**src/rtl/id_ex_pipe_reg_elastic.sv**
```systemverilog
// ID/EX elastic pipeline register: main + skid entry, fully registered outputs.
// Saturating back-pressure counter; flush inserts a bubble.
module id_ex_pipe_reg_elastic #(
    parameter int XLEN   = 32,
    parameter int RAW    = 5,
    parameter int CTRL_W = 4,
    parameter int CNT_W  = 16
) (
    input  logic              clk,
    input  logic              rst,
    input  logic              flush,
    input  logic              in_valid,
    output logic              in_ready,
    input  logic [XLEN-1:0]   pc,
    input  logic [XLEN-1:0]   rs1_val,
    input  logic [XLEN-1:0]   rs2_val,
    input  logic [XLEN-1:0]   imm,
    input  logic [RAW-1:0]    rs1,
    input  logic [RAW-1:0]    rs2,
    input  logic [RAW-1:0]    rd,
    input  logic [2:0]        func3,
    input  logic [6:0]        func7,
    input  logic [CTRL_W-1:0] ctrl,
    output logic              out_valid,
    input  logic              out_ready,
    output logic [XLEN-1:0]   pc_out,
    output logic [XLEN-1:0]   rs1_val_out,
    output logic [XLEN-1:0]   rs2_val_out,
    output logic [XLEN-1:0]   imm_out,
    output logic [RAW-1:0]    rs1_out,
    output logic [RAW-1:0]    rs2_out,
    output logic [RAW-1:0]    rd_out,
    output logic [2:0]        func3_out,
    output logic [6:0]        func7_out,
    output logic [CTRL_W-1:0] ctrl_out,
    output logic [CNT_W-1:0]  stall_cnt
);

    localparam int PW = 4*XLEN + 3*RAW + 10 + CTRL_W;

    typedef enum logic [1:0] {EMPTY, BUSY, FULL} state_e;

    state_e           state_q, state_d;
    logic [PW-1:0]    main_q, main_d;
    logic [PW-1:0]    skid_q, skid_d;
    logic [PW-1:0]    in_pl;
    logic             in_ready_q, in_ready_d;
    logic [CNT_W-1:0] stall_q, stall_d;
    logic             xfer_in;

    assign in_pl = {pc, rs1_val, rs2_val, imm, rs1, rs2, rd,
                    func3, func7, ctrl};

    assign out_valid = (state_q != EMPTY);
    assign in_ready  = in_ready_q;
    assign stall_cnt = stall_q;
    assign xfer_in   = in_valid & in_ready_q;

    assign {pc_out, rs1_val_out, rs2_val_out, imm_out, rs1_out,
            rs2_out, rd_out, func3_out, func7_out, ctrl_out} = main_q;

    always_comb begin
        state_d = state_q;
        main_d  = main_q;
        skid_d  = skid_q;
        case (state_q)
            EMPTY: begin
                if (xfer_in) begin
                    main_d  = in_pl;
                    state_d = BUSY;
                end
            end
            BUSY: begin
                if (out_ready) begin
                    if (xfer_in) main_d = in_pl;
                    else         state_d = EMPTY;
                end else if (xfer_in) begin
                    skid_d  = in_pl;
                    state_d = FULL;
                end
            end
            FULL: begin
                if (out_ready) begin
                    main_d  = skid_q;
                    skid_d  = '0;
                    state_d = BUSY;
                end
            end
            default: state_d = EMPTY;
        endcase
        // flush beats everything, leaving a zero-ctrl bubble behind
        if (flush) begin
            state_d = EMPTY;
            main_d  = '0;
            skid_d  = '0;
        end
    end

    assign in_ready_d = (state_d != FULL);

    always_comb begin
        stall_d = stall_q;
        if (out_valid && !out_ready && !flush && (stall_q != '1))
            stall_d = stall_q + 1'b1;
    end

    always_ff @(posedge clk or negedge rst) begin
        if (!rst) begin
            state_q    <= EMPTY;
            main_q     <= '0;
            skid_q     <= '0;
            in_ready_q <= 1'b0;
            stall_q    <= '0;
        end else begin
            state_q    <= state_d;
            main_q     <= main_d;
            skid_q     <= skid_d;
            in_ready_q <= in_ready_d;
            stall_q    <= stall_d;
        end
    end

endmodule

```
**config.mk**
```make
export PLATFORM = sky130hd
export DESIGN_NAME = id_ex_pipe_reg_elastic
export DESIGN_NICKNAME = d
export VERILOG_FILES = /design/src/rtl/id_ex_pipe_reg_elastic.sv
export SDC_FILE = /design/constraint.sdc
export NUM_CORES = 1
export LEC_CHECK = 0
export CAP_MARGIN = 20
export CORE_ASPECT_RATIO = 0.9
export CORE_MARGIN = 5
export CORE_UTILIZATION = 30
export DETAILED_ROUTE_END_ITERATION = 16
export SLEW_MARGIN = 10
export SYNTH_ARGS = -nofsm -noshare
export SYNTH_HDL_FRONTEND = slang
export SYNTH_SLANG_ARGS = --single-unit
```
**constraint.sdc**
```tcl
create_clock -name clk -period 2.5 [get_ports clk]
set_clock_uncertainty 0.05 [all_clocks]
set_input_delay 0.5 -clock clk [delete_from_list [all_inputs] [get_ports clk]]
set_output_delay 0.5 -clock clk [all_outputs]
set_load 0.02 [all_outputs]
```
==> flow_summary.toml <==
# synthesis and place-and-route metrics
[min_path]
hold_path.class = "reg2reg"

[critical_path]
critical_path_class = "reg2out"
cp_cell_sequence = "clkdlybuf4s50_1"
critPathLaunch = "stall_cnt[11]"
path_delay_family = "buffers and inverters"
r2r_slack_ns = 0.62
arrival_ns = 1.69
required_ns = 1.95

[yosys]
most_common_cell = "nand2_1"
area_leaders = "dfrtp_1 59%, nand2_1 13%, o21ai_1 8.8%"
mux_area_share_pct = 0.540
synth-seq-cells = 333
flop_cell = "dfrtp_1"
syn-num-nets = 1640
synth_area_mm2 = 0.0141

[placement]
dp.cells = 2389
port_buffers = 336
gp_congestion = 0.780

[run_status]
outcome = "complete, no violations"

[pwr]
cellPowerDensity_mw_per_mm2 = 707
p_int_mw = 10.2
p_sw_share_pct = 27.0
power_leader = "registers"

[global_routing]
met1_usage_pct = 21.5

[route]
viasPerCell = 4.77
wl_met3_mm = 2.62

[floorplan]
taps = 616

[final_layout]
fillers = 4453

[clock_network]
cts_tree = "built"
cts_htree_levels = 2
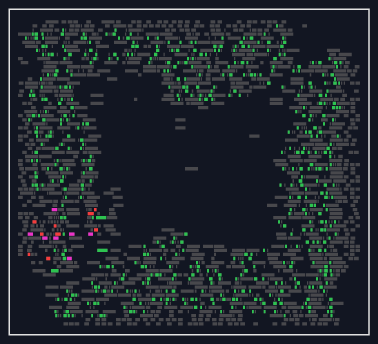
**Above:** logic cells by family.
(1.5 px per um)
legend:
  multiplexers:
    colour: magenta
    cells: 7
  AND and OR gates:
    colour: red
    cells: 9
  inverting AOI/OAI gates:
    colour: green
    cells: 482
    where: all over the die
Finished Layout Cells: 2457
most numerous logic cell after layout: nand2_1
combinational share of cell area: 25.9%

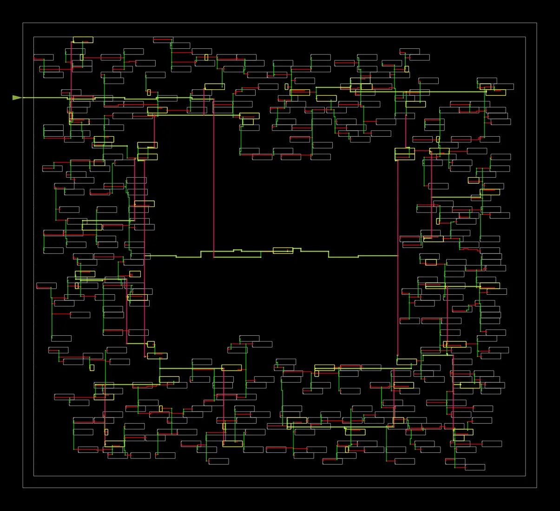
**Above:** the clock network.
clock buffer count: 61
CTS buffer count: 37
CTS sink count: 333
Worst-Skew Late Latency: 0.52 ns

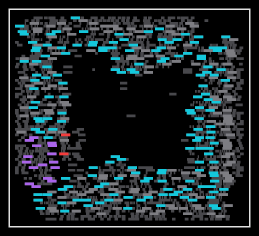
**Above:** where the registers sit.
(1 px per um)
legend:
  `stall_cnt`:
    colour: purple
    sequential_cells: 16
  `skid_q`:
    colour: cyan
    sequential_cells: 157
    where: all over the die
  `state_q`:
    colour: red
    sequential_cells: 2
sequential group power: 6.24 mW
post-layout util: 42.3%
Reg area: 0.00833 mm2

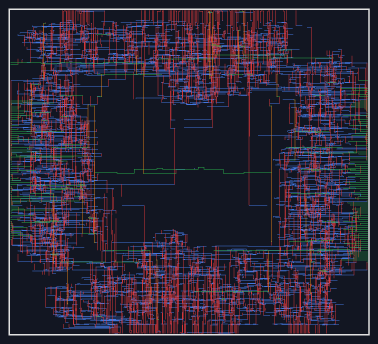
**Above:** routed metal, one colour a layer.
(1.5 px per um)
legend:
  metal 3:
    colour: green
    wire_length: 2620 um
  metal 2:
    colour: red
    wire_length: 18000 um
  metal 4:
    colour: orange
    wire_length: 847 um
  metal 1:
    colour: blue
    wire_length: 18300 um
gr usage total: 15.2%
drt wl/cell: 16.2 um
Total Wirelength: 39.7 mm
Vias: 11700

No activity file was given, so power comes from the tool's default toggle rates.
